Figure 1. M4 wires (run 1).
Scale bar: 20 um.
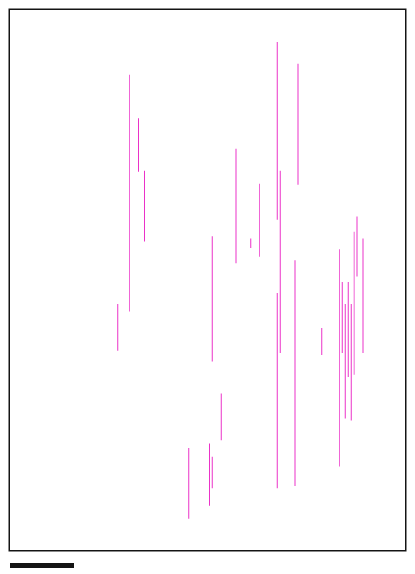
Figure 2. Gate families picked out (run 1).
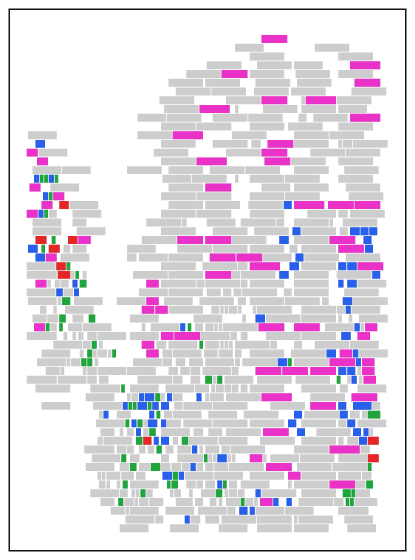
Figure 3. Sequential cells colored by netlist name (run 1).
Scale bar: 20 um. Other sequential cells in the stronger gray, the rest of the logic in the fainter gray.
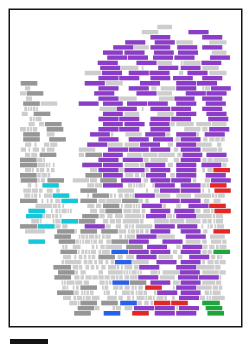
Design uart_xcvr_fifo, sky130hd; sources not shown.
==> out/metrics.yaml, run 1 <==
worstSetupPathType: "register to register"
synth_warnings: 0
grtUsageMet1_pct: 24.2
cts_tree: "yes"
dpl.hpwl_mm: 13.5
yosysTopAreaCell: "edfxtp_1"
maxCapViolCount: 0
avgViaCountPerCell: 6.12
tns_ns: 0
drive_above_1_share_pct: 20.6
layout_top_cells: "edfxtp_1 (160), dfrtp_1 (68), nor2_1 (37), nand2_1 (30), mux4_2 (30)"
critPathSlowestCell: "fa_2"
placed_cell_area_mm2: 0.0105
postSynth.asyncResetShare_pct: 31.6
synth_cells: 641
m1WireLength_mm: 7.40
grt_use_met2_pct: 37.6
cts_buffers: 22
wl_met2_mm: 11.3
ys_top_cells_by_area: "edfxtp_1 (47%), dfrtp_1 (17%), mux4_2 (6.6%)"
hold_viol: 0
place_inst: 877
syn-cell-area_mm2: 0.0102
die_area_mm2: 0.0207
syn_to_final_growth_pct: 10.1
topRoutingLayerUsed: "met4"
drc_errors: 0
grt-busiest-layer: "met2"
path_cells: "inv_1 -> ha_1 -> and3_4 -> and2_4 -> nand2_1 -> nand2_2 -> o21ai_1 -> ha_2 -> fa_2 -> or3_1 -> or3_1"
fp_util_pct: 58.3
min_path_type: "primary input to asynchronous set/reset pin"
yosys-stat-area_mm2: 0.0102
fmax_mhz: 366
gp_congestion: 0.853
maxSlewHeadroom_pct: 43.8
drt-wirelength-per-cell_um: 22.6
finalInstanceArea_mm2: 0.0112
htree_levels: 1
status: "finished clean"
report.final.slew_viol_count: 0
syn_avg_cell_area_um2: 15.9
detail-route-antenna-nets: 0
cp.arrival_ns: 3.10
final.setup.worst_slack_ns: 0.166
period_minus_slack_ns: 2.73
crit_path_end_kind: "register"
enable_flop_cells: 160
cts.repair.resized: 2
numPortBuffers: 0
vdd_drop_max_uv: 514
reg2reg_slack_ns: 0.17
grt_pass1_wl_mm: 33.1
ctsHoldBuffers: 0
coreArea_mm2: 0.0175
grtUsageTotal_pct: 20.9
largest_reg_flops: 160
grt_remaining_overflow: 0
finalCritPeriodShare_pct: 94.3
antenna_cells: 0
slowest_delay_ns: 0.44
clock_path_buffers: 3
flop_cell: "edfxtp_1"
drt_iter0_drc: 459
worst_slew_pin_slew_ns: 0.843
power_leakage_nw: 4.48
synth_seq_share_pct: 65.4
hold_slack_ns: 0.0706
grt_start_max_net_pins: 75
rsz0062_at_grt: "false"
rows: 57
worstSkewPairLatency_ns: 0.49
p_total_mw: 8.75
dr_wl_met3_mm: 1.14
setup_violations: 0
synthDominantCellAreaShare_pct: 47.2
finalNonFillerCells: 917
met3_usage_pct: 3.79
dieHeight_um: 168
Notes on Figure 1 above:
main direction = vertical
wire length on this layer = 865 um
longest straight run = 73.4 um
Vias: 5611
final wirelength: 20.7 mm

Notes on Figure 2 above:
AND-OR and OR-AND gates -> red  # cells 9
multiplexers -> magenta  # cells 66
NAND gates -> green  # cells 58
inverting AOI/OAI gates -> blue  # cells 77
combinational fraction of the cell area: 28.9%
most frequent logic cell in the layout: edfxtp_1

Notes on Figure 3 above:
`mem` -> purple  # sequential cells 160
`rx_fifo_count` -> blue  # sequential cells 5, where south
`rx_head` -> red  # sequential cells 10
`tx_cnt` -> cyan  # sequential cells 8
`rd_ptr` -> green  # sequential cells 4, where south-east
Seq/total area: 59.4%
post-layout util: 64.2%
FF/Latch Area: 0.00666 mm^2

## run 1: cell families (layout without fill, tap and decap cells)
family / count (synthesis) / after routing / synth area share [%]
AND/OR/NAND/NOR: 151 / 151 / 8.02
AND-OR/OR-AND: 86 / 86 / 5.99
adder cells (fa/ha/maj): 24 / 24 / 3.00
XOR/XNOR: 29 / 29 / 2.49
flip-flops: 234 / 234 / 65.4
buffers and inverters: 51 / 91 / 3.13
multiplexers: 66 / 66 / 12.0
## run 1: report_power, final
group | leakage (nW) | internal (mW) | switching (mW)
sequential | 2.75 | 3.72 | 0.348
combinational | 1.40 | 0.867 | 1.10
clock | 0.334 | 1.54 | 1.17
total | 4.48 | 6.13 | 2.62
## run 1: synth_stat cells, types with 7 or more instances
| cell | count |
|---|---|
| nand4_1 | 7 |
| a2111oi_0 | 9 |
| a21oi_1 | 14 |
| inv_1 | 21 |
| buf_6 | 8 |
| xor2_1 | 11 |
| nand3_1 | 13 |
| edfxtp_1 | 160 |
| mux4_1 | 10 |
| nand2_1 | 31 |
| and2_1 | 13 |
| mux2_2 | 17 |
| mux2i_1 | 9 |
| mux4_2 | 30 |
| ha_1 | 22 |
| dfrtp_1 | 70 |
| nor2_1 | 37 |
| o21ai_0 | 14 |
| a21boi_0 | 19 |
| xnor2_1 | 18 |
| clkbuf_1 | 12 |
## run 1: final cells by class
type	count	area, um^2
sequential	234	6660
fill	1154	6260
multi-input combinational	356	3250
clock buffer	28	594
tap	236	295
timing repair buffer	30	250
clock inverter	12	86.3
inverter	21	78.8
## run 1: worst max-delay path: cells and delay by family, from the launching register on
family	cells	cell delay (ns)
and+or+nand+nor	6	1.19
AOI/OAI and AO/OA	1	0.10
DFF	1	0.41
adders and majority gates	3	0.83
buffers and inverters	1	0.08
Figure 4. Routed metal, one color a layer (run 1).
Only two layers are drawn.
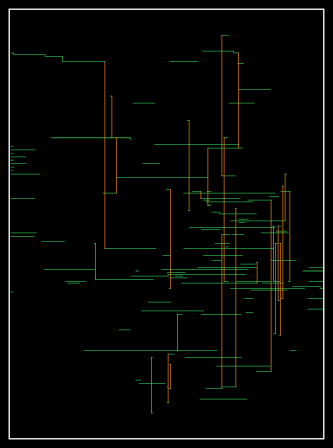

==> run 2, diff against run 1 <==
Settings changed: CORE_ASPECT_RATIO 1.4 to 2.
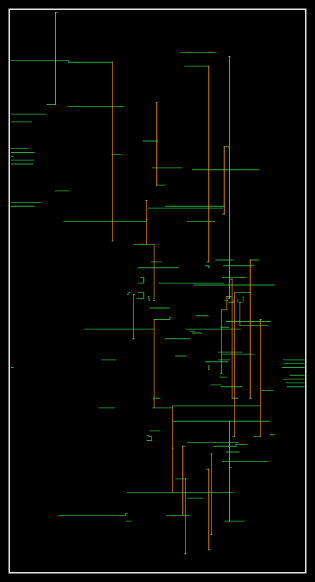
Figure 5: run 2, routed metal, one color a layer.
Only two layers are drawn.
metal 3 -> green  # wire length 878 um
metal 4 -> orange  # wire length 779 um
GRT Resource Usage Total: 20.9%
final wirelength: 21.5 mm

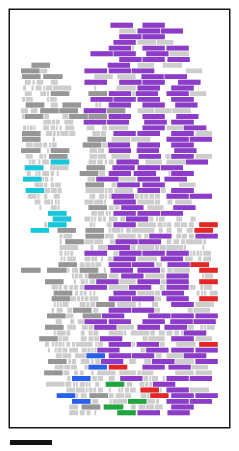
Figure 6: run 2, sequential cells colored by netlist name.
Scale bar: 20 um. Other sequential cells in the stronger gray, the rest of the logic in the fainter gray.
`rd_ptr` -> green  # sequential cells 4, where south
`tx_cnt` -> cyan  # sequential cells 8, where west
`mem` -> purple  # sequential cells 160
`rx_head` -> red  # sequential cells 10
`rx_fifo_count` -> blue  # sequential cells 5
Seq/total area: 59.5%
FF/Latch Area: 0.00666 mm^2
P_seq: 4.06 mW

==> run 2 against run 1 <==
  * Cell area is 0.20% lower
  * Combinational power hardly changed
  * Sequential share of layout area is 0.11 points higher
  * Wire length is 3.5% higher
  * Critical path depth stayed put
  * Sequential cell count stayed put
  * Sequential power hardly changed
  * Synthesized cell count stayed put
==> out/metrics.yaml, run 2 <==
ys_top_cells_by_area: "edfxtp_1 (47%), dfrtp_1 (17%), mux4_2 (6.6%)"  # unchanged
synth_warnings: 0  # unchanged
largest_reg_flops: 160  # unchanged
yosysCellCount: 641  # unchanged
fin_util_pct: 63.2  # was 64.2%
top_level_ports: 32  # unchanged
cts_buffers: 20  # was 22
yosysTopAreaCell: "edfxtp_1"  # unchanged
coreArea_mm2: 0.0177  # was 0.0175 mm^2
cts.sinks: 234  # unchanged
maxCapViolCount: 0  # unchanged
drt_iter0_drc: 441  # was 459
clock_path_buffers: 3  # unchanged
htree_levels: 1  # unchanged
power_leakage_nw: 4.51  # was 4.48 nW
min_path_type: "primary input to asynchronous set/reset pin"  # unchanged
rows: 69  # was 57
synth_cells: 641  # unchanged
dieHeight_um: 199  # was 168 um
drt-wirelength-per-cell_um: 23.9  # was 22.6 um
vdd_drop_max_uv: 704  # was 514 uV
detail-route-antenna-nets: 0  # unchanged
hold_slack_ns: 0.0733  # was 0.0706 ns
crit_path_end_kind: "register"  # unchanged
enable_flop_cells: 160  # unchanged
grt_remaining_overflow: 0  # unchanged
dpl.hpwl_mm: 14.9  # was 13.5 mm
status: "finished clean"  # unchanged
finalNonFillerCells: 899  # was 917
antenna_cells: 0  # unchanged
drc_errors: 0  # unchanged
worstSetupPathType: "register to register"  # unchanged
synthDominantCellAreaShare_pct: 47.2  # unchanged
layout_top_cells: "edfxtp_1 (160), dfrtp_1 (69), nor2_1 (37), buf_4 (37), nand2_1 (31)"  # was edfxtp_1 (160), dfrtp_1 (68), nor2_1 (37), nand2_1 (30), mux4_2 (30)
tns_ns: 0  # unchanged
flop_cell: "edfxtp_1"  # unchanged
finalCritPeriodShare_pct: 96.7  # was 94.3%
worstSkewPairLatency_ns: 0.49  # about the same
final.setup.worst_slack_ns: 0.0956  # was 0.166 ns
synthTopCellsByCount: "edfxtp_1 (160), dfrtp_1 (70), nor2_1 (37), nand2_1 (31), mux4_2 (30)"  # unchanged
setup_violations: 0  # unchanged
postSynth.asyncResetShare_pct: 31.6  # unchanged
place_inst: 863  # was 877
reg2reg_slack_ns: 0.1  # was 0.17 ns
grt_start_max_net_pins: 75  # unchanged
die_area_mm2: 0.0208  # was 0.0207 mm^2
combGateArea_mm2: 0.00324  # was 0.00325 mm^2
synth_seq_share_pct: 65.4  # unchanged
hold_viol: 0  # unchanged
p_total_mw: 8.59  # was 8.75 mW
syn_avg_cell_area_um2: 15.9  # unchanged
drive_above_1_share_pct: 20.6  # about the same
finalInstanceArea_mm2: 0.0112  # about the same
yosys-stat-area_mm2: 0.0102  # unchanged
syn_to_final_growth_pct: 9.87  # was 10.1%
fp_util_pct: 57.6  # was 58.3%
worst_slew_pin_slew_ns: 0.790  # was 0.843 ns
final_common_cell: "edfxtp_1"  # unchanged
cp.arrival_ns: 3.16  # was 3.10 ns
maxSlewHeadroom_pct: 47.3  # was 43.8%
cts_tree: "yes"  # unchanged
fill_cells: 1180  # was 1154
period_minus_slack_ns: 2.80  # was 2.73 ns
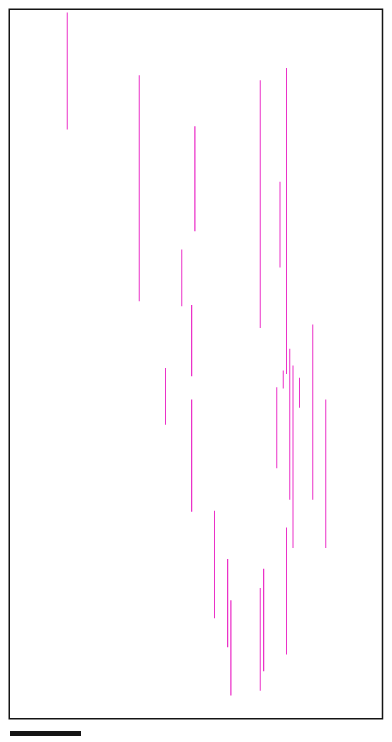
Figure 7: run 2, M4 wires.
Scale bar: 20 um.
main direction = vertical
longest straight run = 85.7 um
wire length on this layer = 779 um
share of all routed wire = 3.6%
nets with wire on the layer = 19
Vias: 5605

run 2: critical path, cell delays in order, from the launching register on:
cell	delay [ns]
dfrtp_1	0.41
inv_1	0.09
ha_1	0.18
and3_1	0.20
and2_1	0.19
nand2_1	0.09
nand2_1	0.08
o21ai_1	0.09
ha_2	0.21
fa_2	0.45
or3_1	0.37
or3_1	0.32
run 2: timing repair:
| item | CTS | global route |
|---|---|---|
| setup endpoints to repair | 0 | 1 |
| gates resized | 0 | 3 |
| hold buffers | 0 | 0 |
run 2: per-layer routing:
metal / wire length [um] / vias to the layer above / share of wire [%] / track usage [%]
met4: 778 / 0 / 3.6 / 7.25
met5: 0 / - / 0 / 0
met3: 878 / 50 / 4.1 / 2.30
met1: 7220 / 2858 / 34 / 22.6
met2: 12600 / 196 / 59 / 41.4
li1: - / 2501 / - / -
run 2: kinds of logic after synthesis:
group,after synthesis,synth area share [%]
xor+xnor,29,2.49
flops,234,65.4
mux,66,12.0
compound gates,86,5.99
fa+ha+maj,24,3.00
buf+inv,51,3.13
simple gates,151,8.02
run 2: final cells by class:
class | instances | area share (%)
flip-flops and latches | 234 | 59.5
clock inverters | 10 | 0.682
inverters | 21 | 0.704
repair buffers | 39 | 2.84
clock buffers | 26 | 4.95
well taps | 213 | 2.38
multi-input cells | 356 | 28.9
run 2: where the power goes:
| group | total, mW | switching (mW) | internal, mW |
|---|---|---|---|
| Clock | 2.57 | 1.13 | 1.44 |
| Sequential | 4.06 | 0.340 | 3.72 |
| Combinational | 1.97 | 1.11 | 0.858 |
Power and IR drop assume default switching activity.
